File: src/rtl/mmc1_pkg.sv
// Shared types and constants for the MMC1 bank controller.
package mmc1_pkg;

    typedef enum logic [1:0] {
        MIR_ONE_LO = 2'd0,
        MIR_ONE_HI = 2'd1,
        MIR_VERT   = 2'd2,
        MIR_HORZ   = 2'd3
    } mirroring_e;

    typedef enum logic [1:0] {
        REG_CTRL = 2'd0,
        REG_CHR0 = 2'd1,
        REG_CHR1 = 2'd2,
        REG_PRG  = 2'd3
    } reg_sel_e;

    // PRG banking modes, encoded in control[3:2]
    localparam logic [1:0] PRG32_0       = 2'd0;
    localparam logic [1:0] PRG32_1       = 2'd1;
    localparam logic [1:0] PRG_FIX_FIRST = 2'd2;
    localparam logic [1:0] PRG_FIX_LAST  = 2'd3;

    localparam logic [4:0] CTRL_RST  = 5'h0C;
    localparam logic [4:0] SHIFT_RST = 5'h00;

    // Serial data arrives LSB first, so new bits enter at the top.
    function automatic logic [4:0] shift_in(input logic b, input logic [4:0] s);
        return {b, s[4:1]};
    endfunction

endpackage

File: src/rtl/mmc1_serial_loader.sv
// Five-write serial loader: collects data[0] bits and emits a commit pulse.
// Build option MMC1_CONSEC_WR_IGNORE_EN drops a write that directly follows another.
module mmc1_serial_loader
    import mmc1_pkg::*;
(
    input  logic       i_clk,
    input  logic       i_rst_n,
    input  logic [2:0] i_addr_hi,
    input  logic       i_data7,
    input  logic       i_data0,
    input  logic       i_wr_stb,
    input  logic       i_cycle_stb,
    output logic       o_commit,
    output logic       o_bit7_rst,
    output logic [4:0] o_value,
    output reg_sel_e   o_reg_sel
);

    logic [4:0] r_shift;
    logic [2:0] r_count;
    logic       w_qual;
    logic       w_accept;

    assign w_qual = i_wr_stb & i_addr_hi[2];

`ifdef MMC1_CONSEC_WR_IGNORE_EN
    logic r_prev_wr;

    // Read-modify-write instructions issue two writes on consecutive CPU cycles.
    always_ff @(posedge i_clk or negedge i_rst_n) begin
        if (!i_rst_n)
            r_prev_wr <= 1'b0;
        else if (i_cycle_stb)
            r_prev_wr <= w_qual;
    end

    assign w_accept = w_qual & ~r_prev_wr;
`else
    logic w_unused_cycle;
    assign w_unused_cycle = i_cycle_stb;
    assign w_accept       = w_qual;
`endif

    assign o_value    = shift_in(i_data0, r_shift);
    assign o_reg_sel  = reg_sel_e'(i_addr_hi[1:0]);
    assign o_bit7_rst = w_accept & i_data7;
    assign o_commit   = w_accept & ~i_data7 & (r_count == 3'd4);

    always_ff @(posedge i_clk or negedge i_rst_n) begin
        if (!i_rst_n) begin
            r_shift <= SHIFT_RST;
            r_count <= 3'd0;
        end else if (w_accept) begin
            if (i_data7 || r_count == 3'd4) begin
                r_shift <= SHIFT_RST;
                r_count <= 3'd0;
            end else begin
                r_shift <= o_value;
                r_count <= r_count + 3'd1;
            end
        end
    end

endmodule

File: src/rtl/mmc1_mapper.sv
// MMC1-compatible bank controller: register file plus PRG/CHR address translation.
// Optional build macro: MMC1_CONSEC_WR_IGNORE_EN (consecutive-write suppression in the loader).
module mmc1_mapper
    import mmc1_pkg::*;
#(
    parameter  int PRG_BANKS = 16,
    parameter  int CHR_BANKS = 32,
    localparam int PRG_AW    = $clog2(PRG_BANKS) + 14,
    localparam int CHR_AW    = $clog2(CHR_BANKS) + 12
) (
    input  logic              i_clk,
    input  logic              i_rst_n,
    input  logic [15:0]       i_cpu_addr,
    input  logic [7:0]        i_cpu_data_in,
    input  logic              i_cpu_wr_stb,
    input  logic              i_cpu_cycle_stb,
    input  logic [12:0]       i_ppu_addr,
    output logic [PRG_AW-1:0] o_prg_addr,
    output logic [CHR_AW-1:0] o_chr_addr,
    output logic              o_prg_ram_sel,
    output logic [1:0]        o_mirroring
);

    localparam int PB = $clog2(PRG_BANKS);
    localparam int CB = $clog2(CHR_BANKS);
    localparam logic [3:0] LAST_BANK = 4'(PRG_BANKS - 1);

    logic [4:0] r_ctrl;
    logic [4:0] r_chr0;
    logic [4:0] r_chr1;
    logic [4:0] r_prg;

    logic       w_commit;
    logic       w_bit7_rst;
    logic [4:0] w_value;
    reg_sel_e   w_reg_sel;
    logic [5:0] w_unused_data;
    logic [3:0] w_prg_bank;
    logic [4:0] w_chr_bank;
    mirroring_e w_mir;

    assign w_unused_data = i_cpu_data_in[6:1];

    mmc1_serial_loader u_loader (
        .i_clk       (i_clk),
        .i_rst_n     (i_rst_n),
        .i_addr_hi   (i_cpu_addr[15:13]),
        .i_data7     (i_cpu_data_in[7]),
        .i_data0     (i_cpu_data_in[0]),
        .i_wr_stb    (i_cpu_wr_stb),
        .i_cycle_stb (i_cpu_cycle_stb),
        .o_commit    (w_commit),
        .o_bit7_rst  (w_bit7_rst),
        .o_value     (w_value),
        .o_reg_sel   (w_reg_sel)
    );

    always_ff @(posedge i_clk or negedge i_rst_n) begin
        if (!i_rst_n) begin
            r_ctrl <= CTRL_RST;
            r_chr0 <= 5'd0;
            r_chr1 <= 5'd0;
            r_prg  <= 5'd0;
        end else if (w_bit7_rst) begin
            r_ctrl[3:2] <= PRG_FIX_LAST;
        end else if (w_commit) begin
            case (w_reg_sel)
                REG_CTRL: r_ctrl <= w_value;
                REG_CHR0: r_chr0 <= w_value;
                REG_CHR1: r_chr1 <= w_value;
                REG_PRG:  r_prg  <= w_value;
                default:  r_prg  <= r_prg;
            endcase
        end
    end

    always_comb begin
        w_prg_bank = 4'd0;
        case (r_ctrl[3:2])
            PRG32_0, PRG32_1: w_prg_bank = {r_prg[3:1], i_cpu_addr[14]};
            PRG_FIX_FIRST:    w_prg_bank = i_cpu_addr[14] ? r_prg[3:0] : 4'd0;
            PRG_FIX_LAST:     w_prg_bank = i_cpu_addr[14] ? LAST_BANK : r_prg[3:0];
            default:          w_prg_bank = 4'd0;
        endcase
    end

    // Bank numbers wrap to the populated size by dropping upper bits.
    assign o_prg_addr = {w_prg_bank[PB-1:0], i_cpu_addr[13:0]};

    assign w_chr_bank = r_ctrl[4] ? (i_ppu_addr[12] ? r_chr1 : r_chr0)
                                  : {r_chr0[4:1], i_ppu_addr[12]};
    assign o_chr_addr = {w_chr_bank[CB-1:0], i_ppu_addr[11:0]};

    assign o_prg_ram_sel = (i_cpu_addr[15:13] == 3'b011) & ~r_prg[4];

    assign w_mir       = mirroring_e'(r_ctrl[1:0]);
    assign o_mirroring = w_mir;

endmodule

File: config.mk
export PLATFORM = sky130hd
export DESIGN_NAME = mmc1_mapper
export DESIGN_NICKNAME = d
export VERILOG_FILES = /design/src/rtl/mmc1_pkg.sv /design/src/rtl/mmc1_serial_loader.sv /design/src/rtl/mmc1_mapper.sv
export SDC_FILE = /design/constraint.sdc
export NUM_CORES = 1
export LEC_CHECK = 0
export CAP_MARGIN = 25
export CELL_PAD_IN_SITES_DETAIL_PLACEMENT = 1
export CELL_PAD_IN_SITES_GLOBAL_PLACEMENT = 1
export CORE_MARGIN = 2
export CORE_UTILIZATION = 25
export DETAILED_ROUTE_END_ITERATION = 16
export PLACE_DENSITY = 0.73
export SLEW_MARGIN = 20
export SYNTH_ARGS = -nofsm -noshare
export SYNTH_HDL_FRONTEND = slang
export SYNTH_HIERARCHICAL = 1
export SYNTH_SLANG_ARGS = --single-unit
File: constraint.sdc
create_clock -name i_clk -period 2.65 [get_ports i_clk]
set_input_delay 0.53 -clock i_clk [delete_from_list [all_inputs] [get_ports i_clk]]
set_output_delay 0.53 -clock i_clk [all_outputs]
set_load 0.05 [all_outputs]
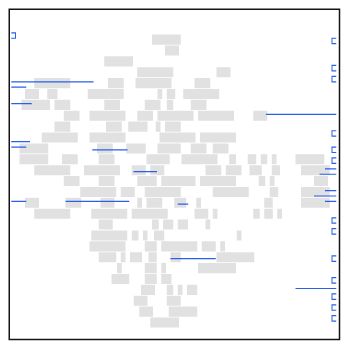
*Signal wires on met3, run 1*
Scale: 4 px per um. Cells faint in the background.
main direction: horizontal
share of all routed wire: 6.1%
longest straight run: 20.2 um
nets with wire on the layer: 31
wire length on this layer: 172 um
vias post-DR: 901
Routed WL: 2790 um

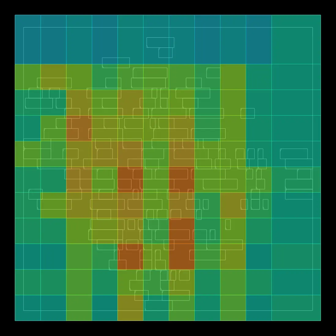
*Routing congestion map, run 1*
grt met3 use: 1.63%
gr busiest metal: met2
GRT met2 Usage: 15.7%
routed len/inst: 13.7 um

==> flow_summary.ini, run 1 <==
; implementation run metrics
[finish]
ff_count = 27
comb_area_sq_um = 581
seq_area_sq_um = 678
area_growth_pct = 16.5
clock_buffers = 4
area_share_nonclk_buffers_pct = 20.1
final_cell_mix = dfrtp_1 (25), mux2_2 (22), buf_12 (11)
seq_share_pct = 38.1
sh_comb_area_pct = 32.6

[routing]
drt_iter0_markers = 32
drtAntennaViolNets = 0

[status]
outcome = finished, final reports clean

[power]
ir_drop_mv = 0.165

[worst_setup_path]
required_ps = 2120
crit_path_top_delay_cell = clkdlybuf4s50_1
r2r-start = u_loader/r_count[0]$_DFFE_PN0N_
crit_family = buffers and inverters
path_buffers = 2
crit_cells = 4
critPathKind = primary input to primary output
r2r_end = r_ctrl[1]$_DFFE_PN0P_
crit_path_end = o_prg_addr[17]

[logic_synthesis]
ys_types = 26
ys_chip_area_sq_um = 1530
edf_count = 0
ys_cells = 131
async_flop_share_pct = 100

[hold_path]
worstHoldStart = r_chr1[1]$_DFFE_PN0P_

[place]
detailedPlace.worstSlack_ps = 343
postPlaceCellArea_sq_um = 1740
gp_congestion = 0.699
dp_cells = 200

[cts]
post_cts_buffers = 0
cts_sinks = 27
cts_htree_levels = 1
cts_resized = 0

[die]
die_w_um = 82.2

[timing]
rsz0062_at_grt = no
holdWs_ps = 514
finalHoldViolCount = 0

[global_route]
grt_max_degree = 28
grt_pass1_wl_um = 4760
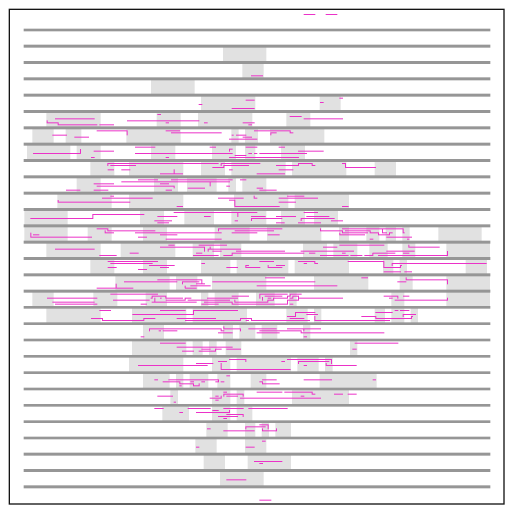
*M1 wires, run 1*
Scale: 6 px per um. Supply wires on this layer in gray. Cells faint in the background.
wire length on this layer: 1270 um
main direction: horizontal
longest straight run: 18.4 um
grt met1 use: 11.5%

-- run 1: routing by layer --
layer,track usage [%],vias up,part of all wire (%)
met3,1.63,2,6.1
met2,15.7,21,48
met4,2.67,0,0.61
met1,11.5,451,46
met5,0,-,0
li1,-,427,-
-- run 1: where the power goes --
group | leakage, nW | internal, mW | switching (mW)
sequential | 0.367 | 0.425 | 0.0158
clock | 0.0228 | 0.107 | 0.119
combinational | 0.404 | 0.0670 | 0.0746
-- run 1: state kept, by name, summed over array words and instances (netlist names) --
register          count
r_ctrl                5
r_prg                 5
u_loader/r_count      3
u_loader/r_shift      4
r_chr0                5
r_chr1                5
-- run 1: logic make-up after synthesis --
kind of cell	synth area share (%)
compound gates	9.17
fa+ha+maj	1.64
simple gates	9.66
buf+inv	17.7
flops	44.4
mux	17.5
## Run 2: what changed since run 1
--- a/config.mk
+++ b/config.mk
@@ -11,6 +11,7 @@
 export CORE_MARGIN = 2
 export CORE_UTILIZATION = 25
 export DETAILED_ROUTE_END_ITERATION = 16
+export MAX_ROUTING_LAYER = met4
 export PLACE_DENSITY = 0.73
 export SLEW_MARGIN = 20
 export SYNTH_ARGS = -nofsm -noshare
==> flow_summary.ini, run 2 <==
; implementation run metrics
[power]
ir_drop_mv = 0.165
p_clk_uw = 228
seqPwrFrac_pct = 54.4
p_comb_uw = 142
combPwrFrac_pct = 17.5
switchingPower_uw = 211

[logic_synthesis]
ys_chip_area_sq_um = 1530
xor_area_share_pct = 0
async_flop_share_pct = 100
ys_sh_simple_pct = 9.66
ys_cells = 131
synthTopLogicFamily = buffers and inverters
edf_count = 0
ys_types = 26
ys_sh_mux_pct = 17.5

[routing]
wl_met3_um = 171
top_layer = met4
wl_met2_um = 1330
wl_met1_um = 1290
drt_iter0_markers = 31

[worst_setup_path]
crit_family = buffers and inverters
critPathKind = primary input to primary output
required_ps = 2120
path_buffers = 2

[timing]
finalHoldViolCount = 0

[cts]
cts_resized = 0
cts_sinks = 27

[status]
outcome = finished, final reports clean

[place]
gp_congestion = 0.707
detailedPlace.worstSlack_ps = 343
postPlaceCellArea_sq_um = 1740
dp_cells = 200

[global_route]
use_met3_pct = 1.63
grt.busiest_layer = met2

[finish]
seq_area_sq_um = 678
comb_area_sq_um = 581
area_growth_pct = 16.5
ff_count = 27

[die]
die_w_um = 82.2
## run 2: final timing paths
kind                                                 startpoint                    end  slack [ps]  cells past startpoint
worst max-delay path                             i_cpu_addr[14]         o_prg_addr[17]         360                      4
worst min-delay path                      r_chr1[1]$_DFFE_PN0P_  r_chr1[1]$_DFFE_PN0P_         510                      1
worst max register to register  u_loader/r_count[0]$_DFFE_PN0N_  r_ctrl[1]$_DFFE_PN0P_         710                      7
worst min register to register            r_chr1[1]$_DFFE_PN0P_  r_chr1[1]$_DFFE_PN0P_         510                      1
max in group asynchronous                               i_rst_n  r_ctrl[2]$_DFFE_PN1P_        1710                      2
min in group asynchronous                               i_rst_n  r_chr1[4]$_DFFE_PN0P_         620                      2
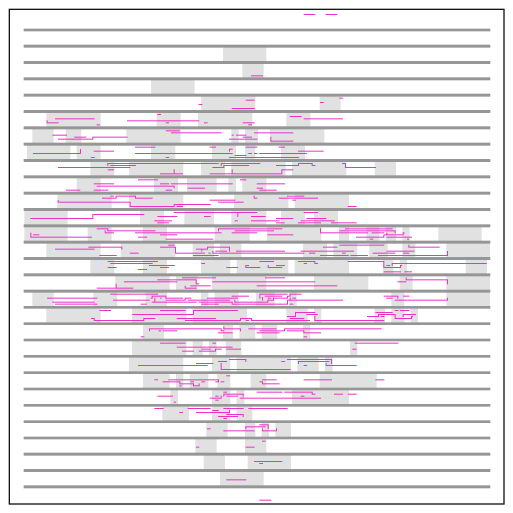
*M1 wires, run 2*
Scale: 6 px per um. Supply wires on this layer in gray. Cells faint in the background.
Routed WL: 2810 um
grt met1 use: 11.8%
vias post-DR: 897

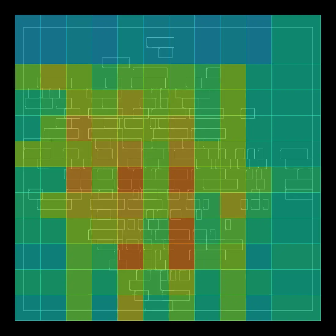
*Routing congestion map, run 2*
Post-Route Utilization: 30.1%
total global routing track utilization: 9.44%
GRT met2 Usage: 15.6%
routed len/inst: 13.8 um

Power and IR drop assume default switching activity.
